### src/rtl/fifo_arb_pkg.sv
// Shared types and helpers for the FIFO write-port arbiter and related schedulers.
package fifo_arb_pkg;

    typedef enum logic [0:0] {
        ARB_IDLE,
        ARB_GRANT
    } arb_state_t;

    localparam int STAT_W = 16;

    function automatic int clog2(input int value);
        int r;
        r = 0;
        for (int i = 0; i < 31; i++) begin
            if ((1 << i) < value) r = i + 1;
        end
        return r;
    endfunction

endpackage

### src/rtl/fifo_wr_arbiter_if.sv
// Producer-side handshake plus FIFO write port seen by the write arbiter.
interface fifo_wr_arbiter_if #(
    parameter int N_REQ      = 4,
    parameter int FIFO_WIDTH = 8
);
    import fifo_arb_pkg::*;

    localparam int ID_W = clog2(N_REQ);

    logic [N_REQ-1:0]            req_valid;
    logic [N_REQ*FIFO_WIDTH-1:0] req_data;
    logic [N_REQ-1:0]            req_ready;
    logic                        full;
    logic                        wr_en;
    logic [FIFO_WIDTH-1:0]       din;
    logic [ID_W-1:0]             gnt_id;
    logic                        busy;

    modport master (
        output req_valid, req_data, full,
        input  req_ready, wr_en, din, gnt_id, busy
    );

    modport slave (
        input  req_valid, req_data, full,
        output req_ready, wr_en, din, gnt_id, busy
    );

endinterface

### src/rtl/fifo_wr_arbiter_rr_pick.sv
// Combinational round-robin picker: first set req bit searching last+1, last+2, ... (mod N_REQ).
module rr_pick
    import fifo_arb_pkg::*;
#(
    parameter int N_REQ = 4,
    parameter int ID_W  = clog2(N_REQ)
) (
    input  logic [N_REQ-1:0] req,
    input  logic [ID_W-1:0]  last,
    output logic             found,
    output logic [ID_W-1:0]  idx
);

    logic [ID_W-1:0] cand [N_REQ];
    logic [N_REQ-1:0] hit;

    // cand[gi] is the requester sitting gi+1 places after the last winner
    generate
        for (genvar gi = 0; gi < N_REQ; gi++) begin : g_cand
            assign cand[gi] = ID_W'((int'(last) + gi + 1) % N_REQ);
            assign hit[gi]  = req[cand[gi]];
        end
    endgenerate

    always_comb begin
        found = 1'b0;
        idx   = '0;
        for (int k = N_REQ - 1; k >= 0; k--) begin
            if (hit[k]) begin
                found = 1'b1;
                idx   = cand[k];
            end
        end
    end

endmodule

### src/rtl/fifo_wr_arbiter.sv
// Round-robin burst arbiter sharing one async_fifo write port between N_REQ producers.
// Optional FIFO_WR_ARB_STATS_EN adds saturating stall_cnt / grant_cnt outputs.
module fifo_wr_arbiter
    import fifo_arb_pkg::*;
#(
    parameter int N_REQ      = 4,
    parameter int FIFO_WIDTH = 8,
    parameter int MAX_BURST  = 4
) (
    input  logic               clk,
    input  logic               rst,
    fifo_wr_arbiter_if.slave   bus
`ifdef FIFO_WR_ARB_STATS_EN
    ,
    output logic [STAT_W-1:0]  stall_cnt,
    output logic [STAT_W-1:0]  grant_cnt
`endif
);

    localparam int ID_W  = clog2(N_REQ);
    localparam int CNT_W = clog2(MAX_BURST + 1);

    arb_state_t       state_reg;
    logic [ID_W-1:0]  gnt_id_reg;
    logic [ID_W-1:0]  last_reg;
    logic [CNT_W-1:0] cnt_reg;

    logic                  pick_found;
    logic [ID_W-1:0]       pick_idx;
    logic                  in_grant;
    logic                  g_valid;
    logic                  accept;
    logic                  last_word;
    logic [FIFO_WIDTH-1:0] lane [N_REQ];

    rr_pick #(
        .N_REQ (N_REQ),
        .ID_W  (ID_W)
    ) u_pick (
        .req   (bus.req_valid),
        .last  (last_reg),
        .found (pick_found),
        .idx   (pick_idx)
    );

    assign in_grant  = (state_reg == ARB_GRANT);
    assign g_valid   = bus.req_valid[gnt_id_reg];
    assign accept    = in_grant & g_valid & ~bus.full;
    assign last_word = (cnt_reg == CNT_W'(MAX_BURST - 1));

    generate
        for (genvar gi = 0; gi < N_REQ; gi++) begin : g_lane
            assign lane[gi]          = bus.req_data[gi*FIFO_WIDTH +: FIFO_WIDTH];
            assign bus.req_ready[gi] = in_grant & ~bus.full & (gnt_id_reg == ID_W'(gi));
        end
    endgenerate

    // Write port is driven straight from the granted lane: no added latency
    assign bus.wr_en  = accept;
    assign bus.din    = in_grant ? lane[gnt_id_reg] : '0;
    assign bus.gnt_id = gnt_id_reg;
    assign bus.busy   = in_grant;

    always_ff @(posedge clk or posedge rst) begin
        if (rst) begin
            state_reg  <= ARB_IDLE;
            gnt_id_reg <= '0;
            cnt_reg    <= '0;
            last_reg   <= ID_W'(N_REQ - 1);
        end else begin
            case (state_reg)
                ARB_IDLE: begin
                    if (pick_found) begin
                        gnt_id_reg <= pick_idx;
                        cnt_reg    <= '0;
                        state_reg  <= ARB_GRANT;
                    end
                end
                ARB_GRANT: begin
                    // A stalled cycle (full with valid) holds grant and count
                    if (!g_valid) begin
                        state_reg <= ARB_IDLE;
                        last_reg  <= gnt_id_reg;
                    end else if (accept) begin
                        cnt_reg <= cnt_reg + 1'b1;
                        if (last_word) begin
                            state_reg <= ARB_IDLE;
                            last_reg  <= gnt_id_reg;
                        end
                    end
                end
                default: state_reg <= ARB_IDLE;
            endcase
        end
    end

`ifdef FIFO_WR_ARB_STATS_EN
    logic [STAT_W-1:0] stall_cnt_reg;
    logic [STAT_W-1:0] grant_cnt_reg;

    always_ff @(posedge clk or posedge rst) begin
        if (rst) begin
            stall_cnt_reg <= '0;
            grant_cnt_reg <= '0;
        end else begin
            if (in_grant && g_valid && bus.full && stall_cnt_reg != '1)
                stall_cnt_reg <= stall_cnt_reg + 1'b1;
            if (state_reg == ARB_IDLE && pick_found && grant_cnt_reg != '1)
                grant_cnt_reg <= grant_cnt_reg + 1'b1;
        end
    end

    assign stall_cnt = stall_cnt_reg;
    assign grant_cnt = grant_cnt_reg;
`endif

endmodule

### src/flat_wrapper.sv
// flat-port wrapper written by rule: the top's interface ports become plain ports
module fifo_wr_arbiter_flat import fifo_arb_pkg::*;
#(
    parameter int N_REQ      = 4,
    parameter int FIFO_WIDTH = 8,
    parameter int MAX_BURST  = 4
)
  (clk, rst, bus_req_valid, bus_req_data, bus_full, bus_req_ready, bus_wr_en, bus_din, bus_gnt_id, bus_busy);
  fifo_wr_arbiter_if #(.N_REQ(N_REQ), .FIFO_WIDTH(FIFO_WIDTH)) bus_i ();
  input  logic clk;
  input  logic rst;
  input wire logic [$bits(bus_i.req_valid)-1:0] bus_req_valid;
  input wire logic [$bits(bus_i.req_data)-1:0] bus_req_data;
  input wire logic [$bits(bus_i.full)-1:0] bus_full;
  output wire logic [$bits(bus_i.req_ready)-1:0] bus_req_ready;
  output wire logic [$bits(bus_i.wr_en)-1:0] bus_wr_en;
  output wire logic [$bits(bus_i.din)-1:0] bus_din;
  output wire logic [$bits(bus_i.gnt_id)-1:0] bus_gnt_id;
  output wire logic [$bits(bus_i.busy)-1:0] bus_busy;
  assign bus_i.req_valid = bus_req_valid;
  assign bus_i.req_data = bus_req_data;
  assign bus_i.full = bus_full;
  assign bus_req_ready = bus_i.req_ready;
  assign bus_wr_en = bus_i.wr_en;
  assign bus_din = bus_i.din;
  assign bus_gnt_id = bus_i.gnt_id;
  assign bus_busy = bus_i.busy;
  fifo_wr_arbiter #(.N_REQ(N_REQ), .FIFO_WIDTH(FIFO_WIDTH), .MAX_BURST(MAX_BURST)) u_core (.clk(clk), .rst(rst), .bus(bus_i));
endmodule
### config.mk
export PLATFORM = sky130hd
export DESIGN_NAME = fifo_wr_arbiter_flat
export DESIGN_NICKNAME = d
export VERILOG_FILES = /design/src/rtl/fifo_arb_pkg.sv /design/src/rtl/fifo_wr_arbiter_if.sv /design/src/rtl/fifo_wr_arbiter_rr_pick.sv /design/src/rtl/fifo_wr_arbiter.sv /design/src/flat_wrapper.sv
export SDC_FILE = /design/constraint.sdc
export NUM_CORES = 1
export LEC_CHECK = 0
export ABC_AREA = 0
export CAP_MARGIN = 20
export CORE_MARGIN = 8
export CORE_UTILIZATION = 38
export CTS_CLUSTER_SIZE = 20
export DETAILED_ROUTE_END_ITERATION = 16
export PLACE_DENSITY = 0.85
export SLEW_MARGIN = 20
export SYNTH_ARGS = -nofsm -noshare
export SYNTH_HDL_FRONTEND = slang
export SYNTH_SLANG_ARGS = --single-unit
### constraint.sdc
create_clock -name clk -period 2.8 [get_ports clk]
set_input_delay 0.42 -clock clk [delete_from_list [all_inputs] [get_ports clk]]
set_output_delay 0.42 -clock clk [all_outputs]
set_load 0.03 [all_outputs]
==> metrics.cfg, run 1 <==
[final_timing]
rsz0062_at_grt=false
finalSetupViolCount=0
worst_pin_slew_ns=0.366
hold_viol_final=0
min_period_ns=2.68
drv_slew=0
fin_skew_ns=0.00294
fin_setup_tns_ns=0
max_freq_mhz=373
relSlewSlack_pct=75.6
fin_crit_sh_pct=95.8

[cts]
htree_levels=1
cts_buffer_depth=2
tritoncts=built
postCtsSetupBuffers=0
clkTransAtPathRegs_ns=0.05
postCtsHoldBufs=0
clkLatencyLatePin_ns=0.25
cts_made_buffers=3
clock_sinks=8
root_buffer=clkbuf_4
cts_resized=0

[placed_design]
gp_congestion=0.789
dp_hpwl_mm=2.40

[synthesis]
syn-cell-area_sq_um=822
yosysSeqAreaShare_pct=24.7
yosys_area_sq_um=822
yosysWarningCount=0
synthDistinctLibCells=31
syn_inst=80
syn_avg_cell_area_sq_um=10.3
edf_count=0
yosys.area.top_type_share_pct=24.7
ys_cells=80
top_cells_by_area=mux4_2 (25%), dfrtp_1 (18%), dfstp_2 (6.4%)
top_cell=mux4_2
synth_area_leader_cell=mux4_2
common_cells=mux4_2 (9), and2_1 (8), nand2_1 (7)
synth_flop_count=8
syn_nets=121
ff_type=dfrtp_1
synthArstFlopShare_pct=100

[run]
warnings=26
cap_violations=0

[drt]
vias_per_cell=5.32
first_iter_violations=40
drcViolationCount=0
ant_nets=0
routed_wirelength_mm=2.88
wl_per_cell_um=17.4
first_pass_iters=4
num_vias=883

[grt]
antenna_found_initial=0
grt_pass1_vias=886
grt_max_degree=16
overflow=0
grt_pass1_wl_mm=4.64
grt_use_total_pct=14.5

[critical_path]
slowest_delay_ns=0.59
cpMostUsedCell=clkdlybuf4s50_1
slowest_stage=clkdlybuf4s50_1
cp_cell_sequence=clkdlybuf4s50_1, mux4_2, nand2_2, inv_1, clkdlybuf4s50_1
cp.required_ns=2.38
arrival_ns=2.26
setup.worst_path.class=in2out
cp_num_buf_inv=3
crit_path_start_kind=primary input
endpoint_kind=primary output
cp_top_family=buffers and inverters
cp_max_fo=6

[finish]
diodes=0
area_growth_syn_to_layout_pct=72.6
largest_reg_flops=3
drive_gt1_share_pct=18.1
nets=180

[floorplanning]
fp-utilization_pct=38.6
placementRows=17
die_area_sq_um=3910

[power]
p_per_area_nw_per_um2=949
p_total_uw=1350
irDropWorstVdd_uv=481
leakagePower_uw=0.000582

[outcome]
status=finished, final reports clean

[worst_hold_path]
hold_path.class=in2async

## run 1: metrics by stage
step	worst slack [ns]	cells	utilization (%)	area (sq um)	hold slack [ns]
floorplan	0.722	80	-	822	0.234
global placement	0.170	162	65.5	1390	0.481
detailed placement	0.126	162	65.5	1390	0.483
CTS	0.124	166	66.7	1420	0.399
global route	0.0710	166	66.7	1420	0.430
finish	0.117	166	66.7	1420	0.397
## run 1: layout make-up
class                      instances  area (sq um)
sequential                         8           203
timing repair buffer              59           578
clock buffer                       4          26.3
fill                             172           708
tap                               28          35.0
inverter                           6          22.5
multi-input combinational         61           554
## run 1: cells by family after synthesis
logic type	after synthesis	synth area share [%]
compound gates	12	11.3
fa+ha+maj	2	3.04
buf+inv	11	7.91
flops	8	24.7
mux	14	32.3
simple gates	33	20.9
## run 1: where the power goes
part / leakage (uW) / switching [uW] / internal [uW]
Sequential: 0.0000965 / 63.4 / 177
Clock: 0.0000150 / 38.3 / 54.4
Combinational: 0.000471 / 506 / 507
## run 1: worst register-to-register path, stage by stage, from the launching register on
cell	delay (ns)
dfrtp_1	0.39
ha_1	0.21
ha_1	0.19
nand2b_1	0.12
nand3_1	0.12
nand3_1	0.12
mux2_4	0.31
## run 1: placed cells by master, fill, tap and decap left out, types with 2 or more instances in the layout
cell type,instances
inv_1,6
nand2_1,7
clkdlybuf4s50_1,54
nand2b_1,2
dfstp_2,2
ha_1,2
nor2_1,6
clkbuf_4,3
mux4_2,9
nand3_1,6
o21ai_1,2
dfrtp_1,6
mux2_4,2
and2_1,8
a311oi_1,2
buf_4,5
## run 1: final timing paths
| check | start | endpoint | slack [ns] | cells after the start |
|---|---|---|---|---|
| max | bus_req_valid[3] | bus_wr_en | 0.12 | 5 |
| min | rst | u_core.bus.busy | 0.40 | 2 |
| max reg2reg | u_core.cnt_reg[0] | u_core.last_reg[1] | 1.27 | 6 |
| min reg2reg | u_core.cnt_reg[0] | u_core.cnt_reg[0] | 0.49 | 1 |
| max in group asynchronous | rst | u_core.last_reg[0] | 2.13 | 2 |
| min in group clk | u_core.cnt_reg[0] | u_core.cnt_reg[0] | 0.49 | 1 |
## run 1: per-layer routing
layer / share of wire (%) / routed length (um) / vias up / GRT usage (%)
li1: - / - / 410 / -
met1: 43 / 1230 / 414 / 17.3
met2: 45 / 1290 / 57 / 22.5
met3: 12 / 346 / 2 / 6.45
met4: 0.56 / 16 / 0 / 5.13
met5: 0 / 0 / - / 0
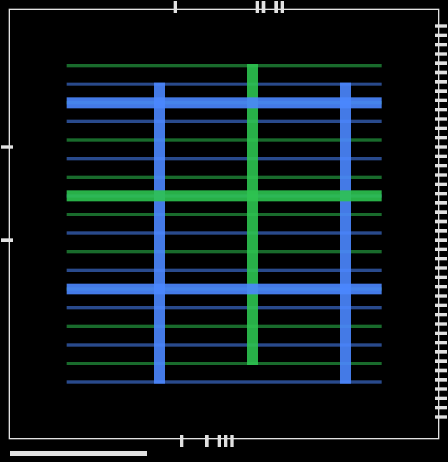
(run_1/power_grid.png)
Bar = 20 um. Pins as bars on the die edge.
[green] VDD
[blue] VSS
rows: 17
met5 straps: 3
met4 straps: 3
met1 rails: 18
signal pins: 55
core footprint: 2130 sq um
Die W: 62.5 um

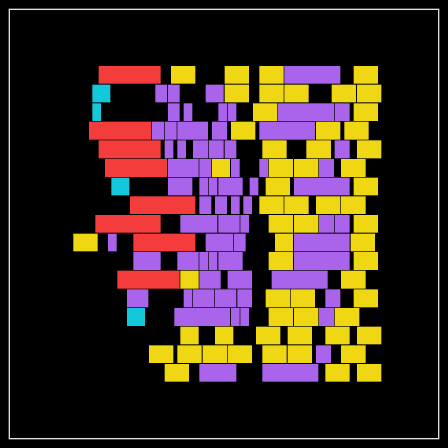
(run_1/placement_by_type.png)
[purple] combinational and other logic | cells: 67
[yellow] remaining buffers and delay cells | cells: 59
[cyan] clock drivers and dummy loads | cells: 4
[red] sequential cells | cells: 8
flop share of the area: 14.3%
Final Core Density: 66.7%
post-route cell area: 1420 sq um

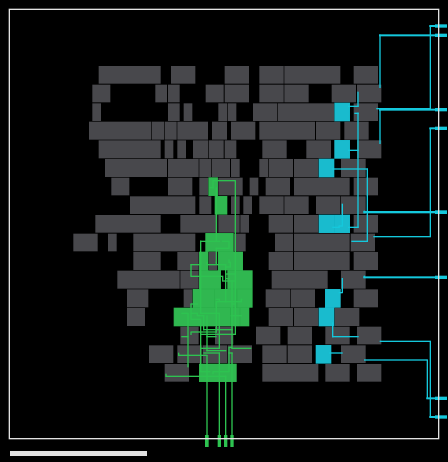
(run_1/io_fan.png)
Bar = 20 um.
[green] `bus_req_valid` | bits: 4 | direction: input | edge: bottom | end cells: 14 | buffers: 6 | wire: 230 um
[cyan] `bus_din` | bits: 8 | direction: output | edge: right | end cells: 8 | buffers: 8 | wire: 186 um
I/O Pins: 55
I/O Buffers: 54

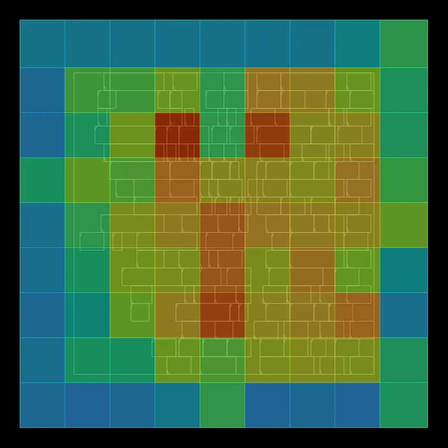
(run_1/congestion.png)
met2 usage: 22.5%
gr busiest metal: met2

==> run 1 -> run 2 <==
--- a/config.mk
+++ b/config.mk
@@ -8,10 +8,11 @@
 export ABC_AREA = 0
 export CAP_MARGIN = 20
 export CORE_MARGIN = 8
-export CORE_UTILIZATION = 38
+export CORE_UTILIZATION = 32
 export CTS_CLUSTER_SIZE = 20
 export DETAILED_ROUTE_END_ITERATION = 16
-export PLACE_DENSITY = 0.85
+export PLACE_DENSITY = 0.76
+export RECOVER_POWER = 25
 export SLEW_MARGIN = 20
 export SYNTH_ARGS = -nofsm -noshare
 export SYNTH_HDL_FRONTEND = slang
==> constraint.sdc (replaced) <==
create_clock -name clk -period 2.25 [get_ports clk]
set_input_delay 0.3375 -clock clk [delete_from_list [all_inputs] [get_ports clk]]
set_output_delay 0.3375 -clock clk [all_outputs]
set_load 0.03 [all_outputs]
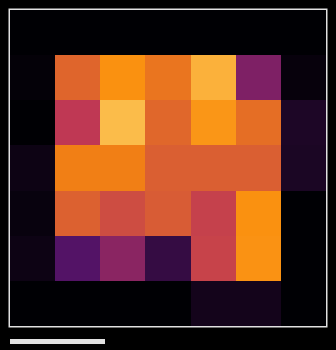
(run_2/cell_density.png)
Bar = 20 um. The die is cut into 7 by 7 equal tiles; black is low, pale yellow is high, 0 to 100% covered.
emptiest ninth of the die: lower left
densest ninth of the die: center
mean over tiles: 32%
fullest tile: 85%
Final Core Density: 58.8%
core footprint: 2450 sq um
Pre-Place Util: 33.5%

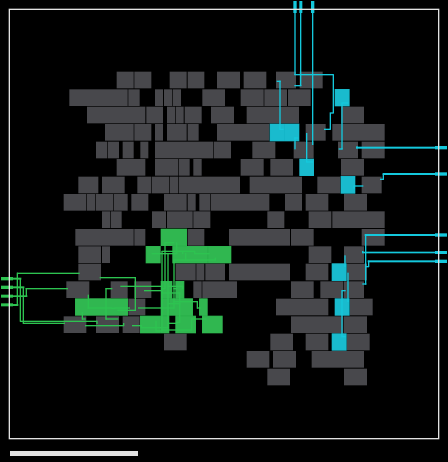
(run_2/io_fan.png)
Bar = 20 um.
[cyan] `bus_din` | bits: 8 | direction: output | edge: 5 right, 3 top | end cells: 8 | buffers: 8 | wire: 163 um
[green] `bus_req_valid` | bits: 4 | direction: input | edge: left | end cells: 14 | buffers: 8 | wire: 210 um

==> run 2 against run 1 <==
Flip-flop count is the same. Cell area grew 1.7%. Register-to-register slack lost 0.70 ns. Die size grew 14%. Final cell count grew 4.2%. Synthesized area is the same.
==> metrics.cfg, run 2 <==
[floorplanning]
die_w_um=66.7
die_h_um=66.7
pin_count=55
die_area_sq_um=4450
placementRows=18

[cts]
clock_sinks=8
clkTransAtPathRegs_ns=0.06
htree_levels=1
cts_buffer_depth=2
clkLatencyLatePin_ns=0.27
cts_made_buffers=3
tritoncts=built
root_buffer=clkbuf_4
postCtsHoldBufs=0

[drt]
drcViolationCount=0
num_vias=891
wl_per_cell_um=16.4
first_pass_iters=4
vias_per_cell=5.15
first_iter_violations=39
ant_nets=0
routed_wirelength_mm=2.84

[finish]
largest_reg_flops=3
lay_top_cells=clkdlybuf4s50_1 (40), buf_4 (15), mux4_2 (9), dlygate4sd2_1 (9), and2_1 (8)
lay_top_count=clkdlybuf4s50_1
drive_gt1_share_pct=25.2
nets=186
area_growth_syn_to_layout_pct=75.5
fill_cells=226
diodes=0

[placed_design]
dpl_worst_slack_ns=-0.0665
gp_congestion=0.819
dp_hpwl_mm=2.41
io_buffers=54

[synthesis]
syn_inst=80
syn_avg_cell_area_sq_um=10.3
edf_count=0
top_cells_by_area=mux4_2 (25%), dfrtp_1 (18%), dfstp_2 (6.4%)
ys_cells=80
top_cell=mux4_2
syn-cell-area_sq_um=822
synth_area_leader_cell=mux4_2
synthArstFlopShare_pct=100
syn_nets=121
yosysWarningCount=0
synth_flop_count=8
yosysSeqAreaShare_pct=24.7
yosys_area_sq_um=822
yosys.area.top_type_share_pct=24.7
ff_type=dfrtp_1
synthDistinctLibCells=31
common_cells=mux4_2 (9), and2_1 (8), nand2_1 (7)

[power]
power_switching_uw=778
swShare_pct=46.8
combPwrFrac_pct=73.9
irDropWorstVdd_uv=826
leakagePower_uw=0.000643
p_per_area_nw_per_um2=1150
pwr-share-seq_pct=19.0
internal-power_uw=885
pwr-share-clk_pct=7.2

[final_timing]
relSlewSlack_pct=78.0
fin_skew_ns=0.00431
max_freq_mhz=469
fin_crit_sh_pct=94.7
min_period_ns=2.13
drv_slew=0
worst_pin_slew_ns=0.329
hold_viol_final=0
fin_ws_ns=0.120
rsz0062_at_grt=false
finalSetupViolCount=0

[grt]
grt_max_degree=16
antenna_found_initial=0
overflow=0
grt_use_total_pct=12.7
grt_pass1_wl_mm=4.42
grt_pass1_vias=1006

[outcome]
status=finished, final reports clean

[critical_path]
endpoint_kind=primary output
cp_max_fo=5
setup.worst_path.class=reg2out
cp.required_ns=1.91
crit_path_start_kind=flop
worstSetupStartpoint=u_core.bus.gnt_id[0]
arrival_ns=1.79
rr_startpoint=u_core.bus.gnt_id[1]

[run]
cap_violations=0
warnings=26

[worst_hold_path]
hold_path.class=in2async

==> run 2: worst max-delay path: stages (launching register included) <==
cell	delay, ns
dfrtp_1	0.34
buf_4	0.16
mux4_2	0.51
and2_1	0.17
dlygate4sd2_1	0.35
==> run 2: area by class of cell <==
type	instances	area [sq um]	share of cell area, %
well taps	30	37.5	2.60
inverters	6	22.5	1.56
clock buffers	3	22.5	1.56
repair buffers	65	602	41.7
multi-input cells	61	554	38.4
flip-flops and latches	8	204	14.1
==> run 2: through the flow <==
| step | std cells | instance area, sq um | hold slack (ns) | power, uW | TNS [ns] |
|---|---|---|---|---|---|
| after floorplan | 80 | 822 | 0.152 | 1150 | 0 |
| after global placement | 170 | 1430 | 0.476 | 1580 | -0.232 |
| after global routing | 173 | 1440 | 0.496 | 1770 | 0 |
| after CTS | 173 | 1440 | 0.335 | 1680 | 0 |
| final | 173 | 1440 | 0.451 | 1660 | 0 |
| after detailed placement | 170 | 1430 | 0.488 | 1630 | -0.351 |
==> run 2: metal layers <==
metal,track usage (%),wire length (um),vias up
li1,-,-,424
met5,0,0,-
met4,3.20,21,0
met2,24.1,1500,36
met3,4.70,241,3
met1,12.6,1070,428
==> run 2: worst paths after layout <==
check | endpoint | slack, ns | cells after the start
setup / recovery | bus_din[1] | 0.12 | 4
hold / removal | u_core.bus.busy | 0.45 | 2
setup reg to reg | u_core.last_reg[1] | 0.57 | 5
hold reg to reg | u_core.cnt_reg[0] | 0.49 | 1
max in group asynchronous | u_core.last_reg[1] | 1.51 | 2
min in group clk | u_core.cnt_reg[0] | 0.49 | 1
==> run 2: kinds of logic (layout without fill, tap and decap cells) <==
kind of cell	Yosys count	count (layout)	share of synthesized area, %
compound gates	12	12	11.3
fa+ha+maj	2	2	3.04
buf+inv	11	74	7.91
flops	8	8	24.7
mux	14	14	32.3
simple gates	33	33	20.9
==> run 2: power by group through the flow <==
stage,registers (uW),logic [uW],clock network [uW]
final,315,1230,119
after detailed placement,314,1310,0
after global routing,329,1320,124
after CTS,314,1250,118
after global placement,308,1280,0
after floorplan,327,826,0
==> run 2: timing repair <==
item / in CTS / in global routing
setup buffers: 0 / 0
gates resized: 10 / 0
setup endpoints to repair: 9 / 0
Power and IR drop assume default switching activity.
